power_grid.png
The bar under the picture is 20 µm long. Pins as bars on the die edge.
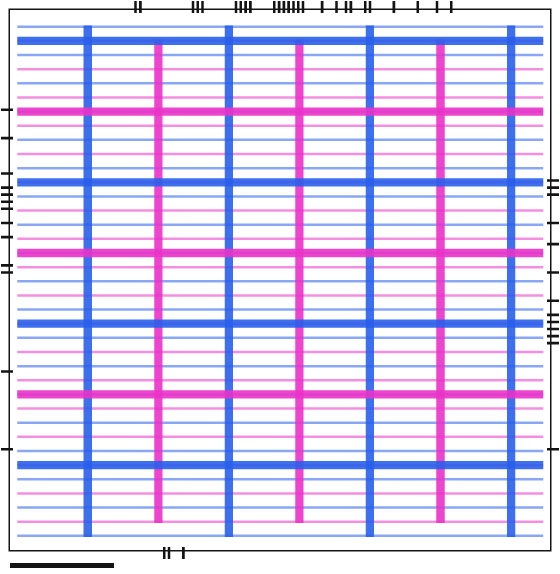
placement_by_type.png
The bar under the picture is 20 µm long.
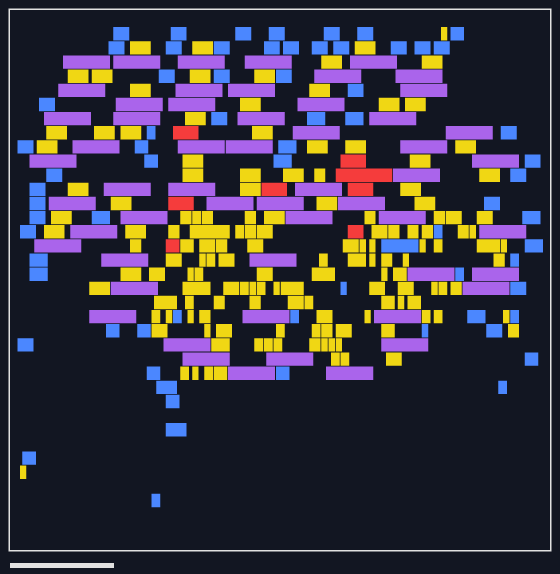
==> config.mk <==
export PLATFORM = sky130hd
export DESIGN_NAME = imem_loader
export DESIGN_NICKNAME = d
export VERILOG_FILES = /design/src/rtl/imem_loader.sv
export SDC_FILE = /design/constraint.sdc
export NUM_CORES = 1
export LEC_CHECK = 0
export CAP_MARGIN = 5
export CORE_UTILIZATION = 25
export DETAILED_ROUTE_END_ITERATION = 12
export GPL_TIMING_DRIVEN = 0
export PLACE_DENSITY = 0.56
export SYNTH_ARGS = -nofsm -noshare
export SYNTH_HDL_FRONTEND = slang
export SYNTH_SLANG_ARGS = --single-unit
export TNS_END_PERCENT = 50
==> constraint.sdc <==
create_clock -name clk -period 2.4 [get_ports clk]
set_clock_uncertainty 0.15 [all_clocks]
set_input_delay 0.48 -clock clk [delete_from_list [all_inputs] [get_ports clk]]
set_output_delay 0.48 -clock clk [all_outputs]
set_load 0.1 [all_outputs]
==> results.ini <==
[clocking]
cts_inserted_buffers = 5
ctsRootBufferMaster = clkbuf_8
clock-sinks = 55
clock_latency_ns = 0.30
clock_path_buffers = 2
clk_pin_slew_ns = 0.10
cts_htree_levels = 2

[grt]
overflow = 0
antenna_found_initial = 0
grt_pass1_wl_um = 9460
grt_pass1_vias = 1868
grt_usage_pct = 10.9
grt_max_degree = 35

[floorplan]
rows = 36
die_x_um = 104
initCoreUtil_pct = 26.2
chipArea_mm2 = 0.0108
pin_count = 55

[hold_path]
hp-class = primary input to async pin

[final_timing]
report.final.slew_viol_count = 0
fin_crit_ns = 2.31
fin_setup_tns_ns = 0
worst_slew_pin_slew_ns = 0.976
maxSlewHeadroom_pct = 35.2
fin_hold_ws_ns = -0.000455
fin_crit_sh_pct = 96.3
finalHoldViolCount = 1
finalSetupViolCount = 0
rsz0062_at_grt = true
setup_ws_ns = 0.0892
max_freq_ghz = 0.433

[worst_setup_path]
crit_fanout = 10
crit_arrival_ns = 2.36
cp_slowest_cell = clkdlybuf4s50_1
crit_required_ns = 2.45
critPathCaptureType = register
cp_top_family = buffers and inverters
reg2reg_depth = 7
critical_path_buf_inv_count = 2
cp_cell_sequence = clkdlybuf4s50_1 -> nor2b_1 -> nand2_1 -> nor2_4 -> buf_2 -> mux2_2
crit_type = primary input to register
cpPeakStageDelay_ns = 0.60
r2r_setup_slack_ns = 0.16
crit_cells = 6
critPathLaunchType = primary input

[route]
drt_first_pass_iters = 4
viasPerCell = 4.60
highest_layer = met4
remaining_drc_errors = 0
wl_met3_um = 243
avgRoutedWirePerCell_um = 13.8
wl_met2_um = 2700
ant_nets = 0
wl_met1_um = 2730

[final_layout]
num-fill-cells = 1065
syn_to_final_growth_pct = 30.1
final_nets = 291
drive_gt1_share_pct = 28.1
largest_register_ffs = 32
final_cells = 411
mostFrequentLayoutCells = dfrtp_1 (55), mux2_2 (38), dlygate4sd2_1 (35)
lay_top_count = dfrtp_1
antenna_cells = 0

[logic_synthesis]
synth_cell_types = 43
top_cells_by_area = dfrtp_1 (53%), mux2_2 (16%), xnor2_1 (2.4%), o21ai_0 (2.3%), buf_4 (2.0%)
yosys_area_mm2 = 0.00259
yosysSeqAreaShare_pct = 53.1
avgSynthCellArea_um2 = 12.0
syn_area_mm2 = 0.00259
synth-edff-count = 0
ys.flops = 55
yosys.area.top_type = dfrtp_1
top_area_share_pct = 53.1
ys_cells = 217
synthFlopType = dfrtp_1
postSynthCellCount = 217
synth.yosys.warnings = 0

[placement]
pre_cts_ws_ns = -0.577
gp_congestion = 0.739
post_dp_cell_area_mm2 = 0.00330
hpwl_um = 4160
numPortBuffers = 52

[job]
cap_violations = 0
warnings = 27

[power]
powerDensity_mw_per_mm2 = 990
ir_drop_mv = 0.626
leakagePower_nw = 1.66

[status]
status = complete, but fails checks
violations = negative hold slack

-- power_grid.png (at the start) --
| net | colour |
|---|---|
| VSS | blue |
| VDD | magenta |
met5 straps: 7
met4 straps: 7
signal pins: 55
Die Height: 104 µm
Core ar.: 0.00991 mm²

-- placement_by_type.png (at the start) --
| class | colour | cells | share of their area |
|---|---|---|---|
| combinational and other logic | yellow | 146 | 36% |
| clock drivers and dummy loads | red | 8 | 3.6% |
| other buffers and delay cells | blue | 69 | 18% |
| flops | purple | 55 | 43% |
fin area: 0.00338 mm²
post-layout util: 34.1%
register share of the cell area: 40.8%

## cell usage after synthesis (4+ instances only)
cell / number
nor2_1: 9
buf_4: 7
nand2_1: 13
o21ai_0: 12
nor2b_1: 5
xnor2_1: 7
nand3_1: 4
a31oi_1: 4
dfrtp_1: 55
xor2_1: 4
buf_2: 7
mux2_2: 38
a21oi_1: 6
## kinds of logic after synthesis
group	count (synthesis)	share of synthesized area, %
AND-OR/OR-AND	36	9.41
XOR/XNOR	11	3.71
adder cells (fa/ha/maj)	2	0.965
buffers and inverters	20	4.24
flip-flops	55	53.1
multiplexers	40	17.4
other	1	0.145
AND/OR/NAND/NOR	52	11.1
## per-layer routing
| layer | GRT usage, % | vias up |
|---|---|---|
| li1 | - | 885 |
| met1 | 14.9 | 964 |
| met2 | 17.6 | 39 |
| met3 | 2.57 | 2 |
| met4 | 2.04 | 0 |
| met5 | 0 | - |
## power breakdown
part	switching [mW]	leakage [nW]	internal [mW]
logic	1.11	0.862	0.376
registers	0.129	0.740	1.10
clock network	0.316	0.0548	0.315
## layout make-up
cell class                 instances  area (µm²)  share of cell area (%)
sequential                        55        1380                    40.8
timing repair buffer              53         477                    14.1
buffer                            16         100                    2.97
clock inverter                     3        46.3                    1.37
inverter                           3        11.3                   0.334
multi-input combinational        143        1130                    33.5
tap                              133         166                    4.93
clock buffer                       5        68.8                    2.04
## through the flow
| stage | hold slack, ns | power, mW |
|---|---|---|
| after floorplan | 0.0344 | 2.43 |
| after global placement | 0.322 | 2.79 |
| after detailed placement | 0.337 | 2.80 |
| after CTS | 0.0122 | 3.36 |
| after global routing | 0.0184 | 3.50 |
| final | -0.000455 | 3.34 |
## timing repair
item	in CTS	in global routing
resized	63	7
hold buffers	0	0
buffers inserted	0	0
setup endpoints to repair	69	18
Power and IR drop assume default switching activity.
